Design cmd_phys, sky130hd; sources not shown.
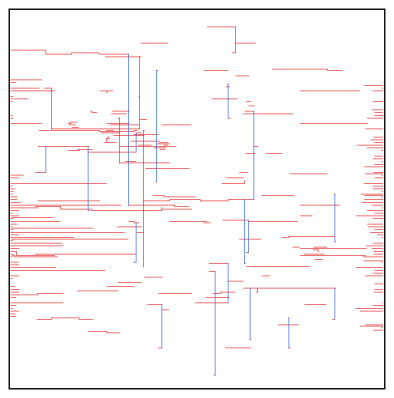
wires.png
Drawn at 2 px/um. Two of the layers only.
metal 3 -> red  # wire length 2730 um
metal 4 -> blue  # wire length 648 um
Routed WL per cell: 14.62 um
wire length after detailed routing: 34610 um
total routing resource utilization after global routing: 19.70%
total vias in the final route: 12130

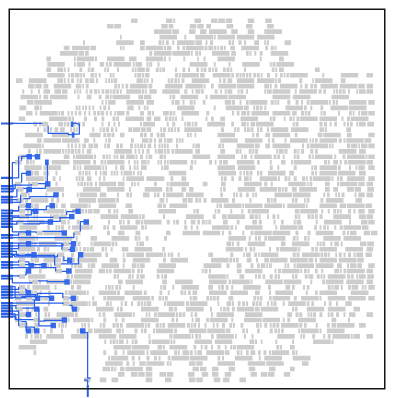
io_fan.png
Drawn at 2 px/um.
cmd_to_send -> blue  # bits 40, direction input, end cells 41, buffers 40, wire 823 um
count of buffers inserted at the top-level ports: 181
top-level I/O count: 183

==> writeup.txt <==
The most common logic cells in the final layout are 524 x sky130_fd_sc_hd__nand2_1, 329 x sky130_fd_sc_hd__dfrtp_1, 183 x sky130_fd_sc_hd__o21ai_0. By startpoint and endpoint, the worst setup path is classified as in -> reg. By area, flip-flops and latches come first.

The chip occupies 35340 um2. The measured slew at the worst slew-check pin works out to 1.169 ns. The run gives 2 for the number of cells traversed by the worst hold path.

Final critical path time including I/O delays and setup: 8.846 ns. For this design, the slowest cell found on the critical path is sky130_fd_sc_hd__buf_4. The die boundary width is 187 um. The number of setup buffers added after CTS was 0. For the headroom to the max-slew limit, the log shows 22.09%. The first global-routing pass estimated 58390 um of wire. Stage-log warning count: 29.

Of the total standard cell area in the layout, the multi-input combinational portion is 30.86%. The cell count listed in synth_stat.txt was 1700; the vertical die size was 189 um. Based on the critical path, the design can be clocked at up to 0.1130 GHz. TritonCTS built the clock tree. The global route total overflow is 0, and the flip-flop and latch count is 331. After routing, the total negative slack on setup checks comes to 0 ns. The flow reports that combinational logic draws 22.3% of the design power. Setup slack on the worst path after placement came out at 20.29 ns.

The cell sitting at the root of the clock tree is a sky130_fd_sc_hd__clkbuf_4. Setup repair after global routing left no endpoint under its margin. Counting every sink on the clock net gives 331.

The number of rows created at floorplan was 67. In this run the deepest clock path goes through 3 buffers. The run reported a max-capacitance violation count of 0. The tools report the placed instance count as 2219.

The main area contributors are sky130_fd_sc_hd__dfrtp_1 56%, sky130_fd_sc_hd__nand2_1 13%, sky130_fd_sc_hd__o21ai_0 6.2%, sky130_fd_sc_hd__nand3_1 5.5%, sky130_fd_sc_hd__o21ai_1 4.5%. Final critical-path setup slack: 20.95 ns. In the Yosys stats the netlist draws on 38 distinct library cells. Across all hold checks on the routed design, the worst slack comes to 0.3779 ns.

The commonest register cell is sky130_fd_sc_hd__dfrtp_1. According to the finish report, the design has a final net count of 1913. After detailed routing, the number of remaining DRC violations is 0. Per the OpenROAD power report, leakage power amounts to 8.180 nW. The post-synthesis cell area is 14750 um2, and the total number of H-tree levels is 3.

The total number of tap cells is 448. The total design power is 1.146 mW. The region available for standard cell placement spans 33280 um2. The final timing report lists a hold violation count of 0.

Yosys mapped a number of flops with a built-in enable equal to 0. The setup-violating endpoint count in the final report came out at 0. The critical path runs through a total of 7 cells. The placement stage leaves a total instance area of 16510 um2. Gates resized during post-CTS repair numbered 0.

Listed in order, past its start point the critical path passes clkdlybuf4s50_1, clkinv_1, nand2_4, nor2_4, buf_4, nand3_1, nand2_1. Grouping stages by cell kind, the critical path spends the most delay in buffers and inverters. The flow ran to the end, and the final reports show no timing, DRC or antenna violations.

Measured on the final layout, buffering overhead outside the clock network stands at 10.95%. The congestion estimate from routability-driven global placement came to 0.8388. The Yosys chip area is 14750 um2, and the share of the yosys chip area belonging to registers is 56.19%. For reference, simple AND, OR, NAND and NOR cells occupy 22.34% of the area reported after synthesis. The cell count after synthesis came out at 1700. The worst min-delay path class was reg -> reg. At the end of the flow the core is filled with cells to 52.94%. In the synthesized netlist, mux cells make up 0% of the area. Registers represent a cell area share of 47.03%. The post-synth register bit count is 331. The layout overhead on the synthesized area works out to 19.47%.

The worst setup path is launched from an input pin. With the async set or reset register ratio after synthesis at 100.0%, the XOR/XNOR share of the synthesized area is 0.3564%. Across the whole layout, storage elements account for 8285 um2. The number of logic inverters in the finished layout came out at 85. The clock network accounts for 33.7% of the total power. The final standard cell count with taps included and fillers excluded was 2368; the fraction of the core area occupied by cells at floorplan was 44.31%. In the power breakdown, the internal column shows 0.7483 mW. Synthesis warning total: 0.

The power per standard cell area works out to 65.06 nW/um2. The largest net degree at the start of global routing was 123; the routed via count divided by cell count was 5.124. The most common cell in the synthesized netlist is sky130_fd_sc_hd__nand2_1. The run gives 11760 for the number of global-route vias before repair. Looking at area per cell type in the netlist, the leader is sky130_fd_sc_hd__dfrtp_1. After synthesis, the most frequently instantiated cells are 525 x sky130_fd_sc_hd__nand2_1, 329 x sky130_fd_sc_hd__dfrtp_1, 183 x sky130_fd_sc_hd__o21ai_0, 163 x sky130_fd_sc_hd__nand3_1, 133 x sky130_fd_sc_hd__o21ai_1. The tools report the latest clock arrival within the worst-skew pair as 0.71 ns. The net switching power in the latest report is 0.3979 mW.

The remaining number of nets flagged by the antenna check after routing was 0. Per the log, the first TritonRoute iteration ended with a DRC count of 921. CTS added clock buffers totalling 87.

The area fraction of the largest cell type after synthesis is 55.83%. The run gives 0.06 ns for the clock-pin slew of the registers on the worst-case setup and hold paths. Max-slew check failures listed in the final report amount to 0. The dominant kind of combinational cell is simple AND/OR/NAND/NOR gates. The synthesized area per cell is 8.674 um2, and the post-route fraction of the period consumed by the critical path is 29.69%.

The net switching share of the total power is 34.71%. The worst stage delay on the critical path was 0.91 ns. The filler cells instantiated in the layout total 3181. The post-route netlist has 10.32% of its cells at a drive strength greater than 1.

Setup slack on the worst reg-to-reg path comes out at 25.53 ns. The layout stage reports a final design area of 17620 um2. The relative contribution of sequential cells to total power is 44.1%, and the highest fanout seen on the critical path is 109. For the antenna diode count, the log shows 1. The sum of net half-perimeters after detailed placement was 20870 um; the iteration count of the initial detailed-routing pass was 8. For the worst flop-to-flop path, the logic depth is 9. Multi-input combinational cells in the finished layout were counted as 1162. Buffer count excluding the clock tree in the final layout: 194. The report puts the hold buffer count at CTS at 0. For the initial antenna violation count, the log shows 1. The worst setup path is captured at a register. In the final layout, clock buffers and inverters account for 6.100% of the cell area. The area taken by multi-input combinational cells is reported as 5436 um2. The data arrival at the endpoint of the critical path came out at 9.37 ns. For the worst setup path, the data required time is 30.32 ns.

Looking at the VDD voltage map, the peak drop is 0.00004433 V. Counting both buffers and inverters, the worst setup path holds a total of 3. The final layout report lists a clock buffer count of 134.

The flip-flop count of the largest register, all copies and words added works out to 128. The cell-mix breakdown from Yosys lists the compound-gate area share as 13.77%. The top logic cell by instance count in the layout is sky130_fd_sc_hd__nand2_1. After Yosys synthesis, full adders, half adders and majority gates account for 0.2545% of the synthesized area.
[power groups by stage]
| stage | Sequential, mW | Clock, mW | Combinational (mW) |
|---|---|---|---|
| after CTS | 0.505 | 0.400 | 0.257 |
| after detailed placement | 0.513 | 0 | 0.256 |
| after global placement | 0.512 | 0 | 0.252 |
| after floorplan | 0.509 | 0 | 0.171 |
| after global routing | 0.509 | 0.426 | 0.289 |
| final | 0.505 | 0.386 | 0.255 |
[per-layer routing]
metal  global-route usage [%]  vias up  share of wire [%]
met1                    27.33     5737                 46
li1                         -     5985                  -
met4                    6.990        0                1.9
met2                    29.58      358                 44
met5                        0        -                  0
met3                    5.690       54                7.9
Power is estimated from default activity; no workload was simulated.
